### M1 wires, run 1

Scale bar: 20 um.
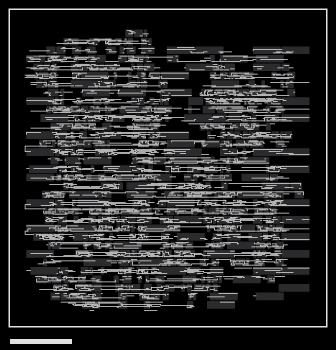
### The metal 2 layer, run 1

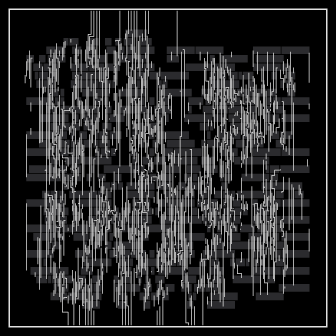
### Metal 3, run 1

Scale bar: 20 um.
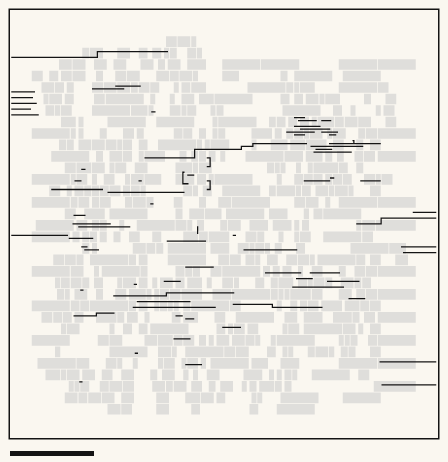
### Sequential cells colored by netlist name, run 1

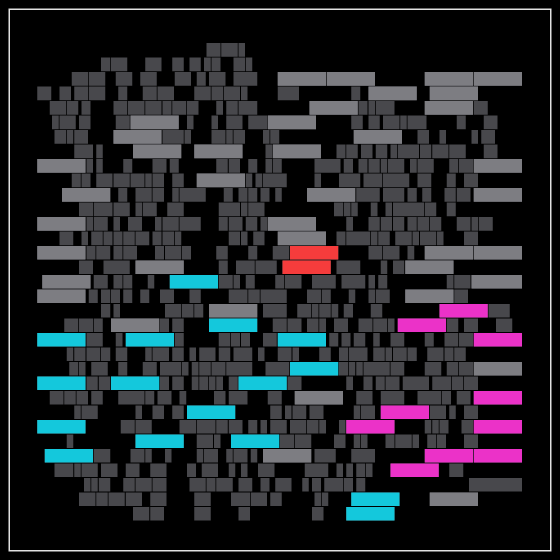
===== src/rtl/stepper_pulse_dispatcher_if.sv =====
// Command handshake between the pulse-number multiplier and the dispatcher.
// The master issues signed per-axis counts and a pen position under trigger/rdy/done.
interface stepper_pulse_dispatcher_if #(
   parameter int PULSE_NUM_X_BITS = 16,
   parameter int PULSE_NUM_Y_BITS = 16
);
   logic [PULSE_NUM_X_BITS-1:0] pulse_num_x;
   logic [PULSE_NUM_Y_BITS-1:0] pulse_num_y;
   logic                        servo_pos;
   logic                        trigger;
   logic                        rdy;
   logic                        done;

   modport master (
      output pulse_num_x, pulse_num_y, servo_pos, trigger,
      input  rdy, done
   );

   modport slave (
      input  pulse_num_x, pulse_num_y, servo_pos, trigger,
      output rdy, done
   );
endinterface


===== src/rtl/stepper_pulse_dispatcher.sv =====
// Turns one signed X/Y pulse command plus pen position into step/dir trains.
// Both axes share one period counter; servo moves settle before stepping.
module stepper_pulse_dispatcher #(
   parameter int PULSE_NUM_X_BITS = 16,
   parameter int PULSE_NUM_Y_BITS = 16,
   parameter int PULSE_PERIOD     = 1000,
   parameter int PULSE_HIGH       = 500,
   parameter int SERVO_SETTLE     = 50000
) (
   input  logic clk,
   input  logic reset,
   stepper_pulse_dispatcher_if.slave cmd,
   output logic step_x,
   output logic dir_x,
   output logic step_y,
   output logic dir_y,
   output logic servo_out
);
   localparam int XB = PULSE_NUM_X_BITS;
   localparam int YB = PULSE_NUM_Y_BITS;
   localparam int PW = $clog2(PULSE_PERIOD);
   localparam int WW = $clog2(SERVO_SETTLE + 1);

   typedef enum logic [1:0] {
      IDLE,
      SERVO_WAIT,
      STEPPING,
      DONE
   } state_t;

   state_t        state;
   logic [XB-1:0] rem_x;
   logic [YB-1:0] rem_y;
   logic [XB-1:0] mag_x;
   logic [YB-1:0] mag_y;
   logic [PW-1:0] pcnt;
   logic [WW-1:0] wcnt;
   logic          last_slot;
   logic          high_slot;

   // Magnitude keeps input width: -2^(N-1) maps to 2^(N-1) unsigned.
   always_comb begin
      mag_x = cmd.pulse_num_x;
      mag_y = cmd.pulse_num_y;
      if (cmd.pulse_num_x[XB-1]) mag_x = -cmd.pulse_num_x;
      if (cmd.pulse_num_y[YB-1]) mag_y = -cmd.pulse_num_y;
   end

   assign last_slot = (pcnt == PW'(PULSE_PERIOD - 1));
   assign high_slot = (pcnt < PW'(PULSE_HIGH));

   always_ff @(posedge clk or negedge reset) begin
      if (!reset) begin
         state     <= IDLE;
         cmd.rdy   <= 1'b1;
         cmd.done  <= 1'b0;
         step_x    <= 1'b0;
         step_y    <= 1'b0;
         dir_x     <= 1'b0;
         dir_y     <= 1'b0;
         servo_out <= 1'b0;
         rem_x     <= '0;
         rem_y     <= '0;
         pcnt      <= '0;
         wcnt      <= '0;
      end else begin
         cmd.done <= 1'b0;
         step_x   <= 1'b0;
         step_y   <= 1'b0;
         unique case (state)
            IDLE: begin
               cmd.rdy <= 1'b1;
               if (cmd.trigger) begin
                  rem_x     <= mag_x;
                  rem_y     <= mag_y;
                  dir_x     <= cmd.pulse_num_x[XB-1];
                  dir_y     <= cmd.pulse_num_y[YB-1];
                  servo_out <= cmd.servo_pos;
                  cmd.rdy   <= 1'b0;
                  pcnt      <= '0;
                  wcnt      <= '0;
                  if (cmd.servo_pos != servo_out) state <= SERVO_WAIT;
                  else state <= STEPPING;
               end
            end
            SERVO_WAIT: begin
               if (wcnt == WW'(SERVO_SETTLE - 1)) begin
                  state <= STEPPING;
                  pcnt  <= '0;
               end else begin
                  wcnt <= wcnt + WW'(1);
               end
            end
            STEPPING: begin
               // Finish is only decided at a period start, so a step is never cut.
               if (pcnt == '0 && rem_x == '0 && rem_y == '0) begin
                  state    <= DONE;
                  cmd.done <= 1'b1;
               end else begin
                  step_x <= (rem_x != '0) && high_slot;
                  step_y <= (rem_y != '0) && high_slot;
                  if (last_slot) begin
                     pcnt <= '0;
                     if (rem_x != '0) rem_x <= rem_x - XB'(1);
                     if (rem_y != '0) rem_y <= rem_y - YB'(1);
                  end else begin
                     pcnt <= pcnt + PW'(1);
                  end
               end
            end
            DONE: begin
               state   <= IDLE;
               cmd.rdy <= 1'b1;
            end
            default: state <= IDLE;
         endcase
      end
   end
endmodule


===== src/flat_wrapper.sv =====
// flat-port wrapper written by rule: the top's interface ports become plain ports
module stepper_pulse_dispatcher_flat 
#(
   parameter int PULSE_NUM_X_BITS = 16,
   parameter int PULSE_NUM_Y_BITS = 16,
   parameter int PULSE_PERIOD     = 1000,
   parameter int PULSE_HIGH       = 500,
   parameter int SERVO_SETTLE     = 50000
)
  (clk, reset, step_x, dir_x, step_y, dir_y, servo_out, cmd_pulse_num_x, cmd_pulse_num_y, cmd_servo_pos, cmd_trigger, cmd_rdy, cmd_done);
  stepper_pulse_dispatcher_if #(.PULSE_NUM_X_BITS(PULSE_NUM_X_BITS), .PULSE_NUM_Y_BITS(PULSE_NUM_Y_BITS)) cmd_i ();
  input  logic clk;
  input  logic reset;
  output logic step_x;
  output logic dir_x;
  output logic step_y;
  output logic dir_y;
  output logic servo_out;
  input wire logic [$bits(cmd_i.pulse_num_x)-1:0] cmd_pulse_num_x;
  input wire logic [$bits(cmd_i.pulse_num_y)-1:0] cmd_pulse_num_y;
  input wire logic [$bits(cmd_i.servo_pos)-1:0] cmd_servo_pos;
  input wire logic [$bits(cmd_i.trigger)-1:0] cmd_trigger;
  output wire logic [$bits(cmd_i.rdy)-1:0] cmd_rdy;
  output wire logic [$bits(cmd_i.done)-1:0] cmd_done;
  assign cmd_i.pulse_num_x = cmd_pulse_num_x;
  assign cmd_i.pulse_num_y = cmd_pulse_num_y;
  assign cmd_i.servo_pos = cmd_servo_pos;
  assign cmd_i.trigger = cmd_trigger;
  assign cmd_rdy = cmd_i.rdy;
  assign cmd_done = cmd_i.done;
  stepper_pulse_dispatcher #(.PULSE_NUM_X_BITS(PULSE_NUM_X_BITS), .PULSE_NUM_Y_BITS(PULSE_NUM_Y_BITS), .PULSE_PERIOD(PULSE_PERIOD), .PULSE_HIGH(PULSE_HIGH), .SERVO_SETTLE(SERVO_SETTLE)) u_core (.clk(clk), .reset(reset), .cmd(cmd_i), .step_x(step_x), .dir_x(dir_x), .step_y(step_y), .dir_y(dir_y), .servo_out(servo_out));
endmodule

===== config.mk =====
export PLATFORM = sky130hd
export DESIGN_NAME = stepper_pulse_dispatcher_flat
export DESIGN_NICKNAME = d
export VERILOG_FILES = /design/src/rtl/stepper_pulse_dispatcher_if.sv /design/src/rtl/stepper_pulse_dispatcher.sv /design/src/flat_wrapper.sv
export SDC_FILE = /design/constraint.sdc
export NUM_CORES = 1
export LEC_CHECK = 0
export CORE_MARGIN = 5
export CORE_UTILIZATION = 57
export CTS_CLUSTER_SIZE = 14
export DETAILED_ROUTE_END_ITERATION = 6
export DONT_BUFFER_PORTS = 1
export PLACE_DENSITY_LB_ADDON = 0.2
export SETUP_SLACK_MARGIN = 0.4
export SLEW_MARGIN = 40
export SYNTH_ARGS = -nofsm -noshare
export SYNTH_HDL_FRONTEND = slang
export SYNTH_SLANG_ARGS = --single-unit

===== constraint.sdc =====
create_clock -name clk -period 3.2 [get_ports clk]
set_input_delay 0.48 -clock clk [delete_from_list [all_inputs] [get_ports clk]]
set_output_delay 0.48 -clock clk [all_outputs]
set_load 0.05 [all_outputs]

==> GITHUB_STEP_SUMMARY, run 1 <==
## Implementation flow summary

| Metric | Value |
|---|---|
| Result of the run | finished, violations left |
| Violated checks | negative hold slack |
| Count of H-tree levels built during CTS | 3 |
| Fin Setup TNS | 0 ns |
| Path depth of the worst reg2reg path | 5 |
| Cell with the most instances after synthesis | dfrtp_1 |
| Adder and majority gate portion of the synthesized area | 2.90% |
| Routability-driven placement congestion ratio | 0.956 |
| Group drawing the most power | combinational cells |
| Remaining global-route overflow | 0 |
| Number of instances in the synthesized netlist | 555 |
| Core Util, Final | 61.8% |
| Cells along the critical path | or3_4, or4_4, or4_4, a211oi_2, a2bb2oi_1 |
| Hold_ws | -0.000416 ns |
| EDFF count, synth | 0 |
| Count of final hold-check violations | 2 |
| Final slew viol count | 0 |
| Yosys warning total | 0 |
| Worst-path fanout max | 10 |
| Setup skew after layout | 0.0136 ns |
| Critical Setup Path Class | reg2reg |
| Final cell count without fillers | 659 |
Back to the opening pictures, 'M1 wires':
main direction	horizontal
nets with wire on the layer	555
wire length on this layer	5400 um
longest straight run	28.1 um
share of all routed wire	45%

Back to the opening pictures, 'The metal 2 layer':
nets with wire on the layer	503
share of all routed wire	49%
wire length on this layer	5840 um

Back to the opening pictures, 'Metal 3':
nets with wire on the layer	55
longest straight run	20.2 um
wire length on this layer	545 um
share of all routed wire	4.5%

Back to the opening pictures, 'Sequential cells colored by netlist name':
signal	color	flops
u_core.state	red	2
u_core.pcnt	magenta	10
u_core.rem_y	cyan	16

## run 1: cell type report
class                   count  area (um2)
clock buffers              11         131
clock inverters             5        31.3
fillers                   719        3120
inverters                  19        71.3
multi-input cells         436        2870
flip-flops and latches     67        1680
well taps                 105         131
repair buffers             16         140
## run 1: cells in the final DEF, fill, tap and decap left out, types with 10 or more instances in the layout
master	synthesis	routed
nand3_1	17	17
o211ai_1	12	12
xnor2_1	16	16
o41ai_1	14	14
nand4_1	14	14
nor3_1	18	18
nand2b_1	10	10
nor2_1	41	41
nand2_1	48	48
o21ai_0	37	37
a21oi_1	15	15
inv_1	18	18
buf_4	0	15
ha_1	11	11
xor2_1	14	14
o31ai_1	30	30
nor4_1	16	16
or3_1	16	15
dfrtp_1	66	66
### Cell outlines without signal wires, run 1

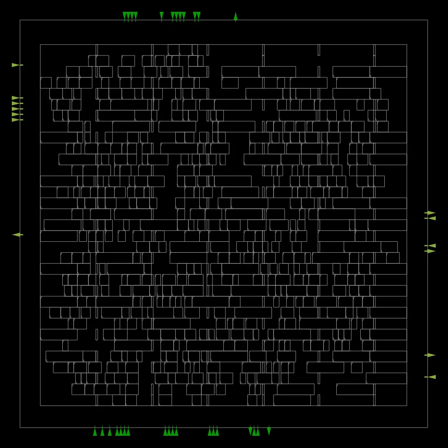

==> run 2: changes to the inputs <==
==> constraint.sdc (replaced) <==
create_clock -name clk -period 2.6 [get_ports clk]
set_input_delay 0.39 -clock clk [delete_from_list [all_inputs] [get_ports clk]]
set_output_delay 0.39 -clock clk [all_outputs]
set_load 0.05 [all_outputs]
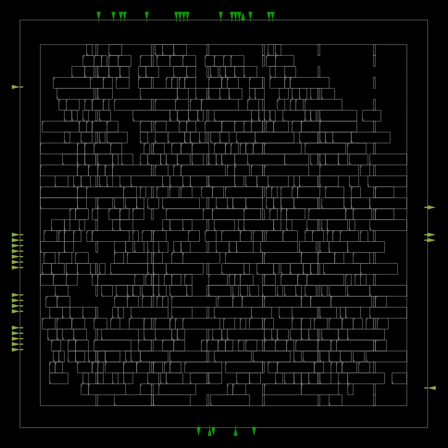
*Cell outlines without signal wires, run 2*
number of well taps: 105
row count: 33
flop share of the area: 29.6%
Core Util, Final: 69.6%

==> GITHUB_STEP_SUMMARY, run 2 <==
## Implementation flow summary

| Metric | Value |
|---|---|
| Number of filler instances in the final layout | 597 |
| Highest-count logic cell in the final layout | dfrtp_1 |
| Number of port buffers | 0 |
| Final min period | 2.36 ns |
| Worst-path fanout max | 4 |
| Maxcap violations | 0 |
| Remaining global-route overflow | 0 |
| Final cell count without fillers | 688 |
| Path depth of the worst reg2reg path | 5 |
| Data required time at the worst endpoint | 2.88 ns |
| Die Y-Extent | 101 um |
| Top cells excl fill/tap | dfrtp_1 (60), nand2_1 (45), nor2_1 (39), buf_4 (37), o21ai_0 (30) |
| Cell depth of the worst min-delay path | 1 |
| Cells along the critical path | or4_4, or4_4, or4_4, a211oi_4, a2bb2oi_1 |
| Hold_ws | 0.190 ns |
| Fin Setup TNS | 0 ns |
| Routability-driven placement congestion ratio | 0.926 |
| P_int | 3.32 mW |
| Group drawing the most power | combinational cells |
| Largest registers | u_core.rem_x (16), u_core.rem_y (16), u_core.wcnt (16) |
| Via count of the first global-routing pass | 4293 |
| Number of nets at floorplan | 602 |
| Yosys warning total | 0 |
| EDFF count, synth | 0 |
| Number of instances in the synthesized netlist | 555 |
| Setup skew after layout | 0.00976 ns |
| Critical Setup Path Class | reg2reg |
| Count of H-tree levels built during CTS | 3 |
| Cell with the most instances after synthesis | dfrtp_1 |
| Result of the run | finished, final reports clean |
| Count of final hold-check violations | 0 |
-- run 2: cell counts after synthesis --
Identical to the previous run, type by type.
-- run 2: cell type report --
cell class                      instances  area, um2  area share [%]
Inverter                               19       71.3            1.25
Sequential cell                        67       1690            29.6
Timing Repair Buffer                   45        387            6.79
Multi-Input combinational cell        436       3170            55.8
Clock inverter                          4       97.6            1.71
Clock buffer                           12        145            2.55
Tap cell                              105        131            2.31
-- run 2: logic make-up after synthesis --
group,count (synthesis),share of synthesized area [%]
fa+ha+maj,11,2.90
buf+inv,52,4.50
xor+xnor,30,5.53
compound gates,155,23.2
simple gates,230,26.4
flops,67,35.3
mux,10,2.21
-- run 2: worst max-delay path: cells and delay by family, from the launching register on --
family	cells	cell delay, ns
AOI/OAI and AO/OA	2	0.44
DFF	1	0.38
and+or+nand+nor	3	1.47
Power is estimated from default activity; no workload was simulated.
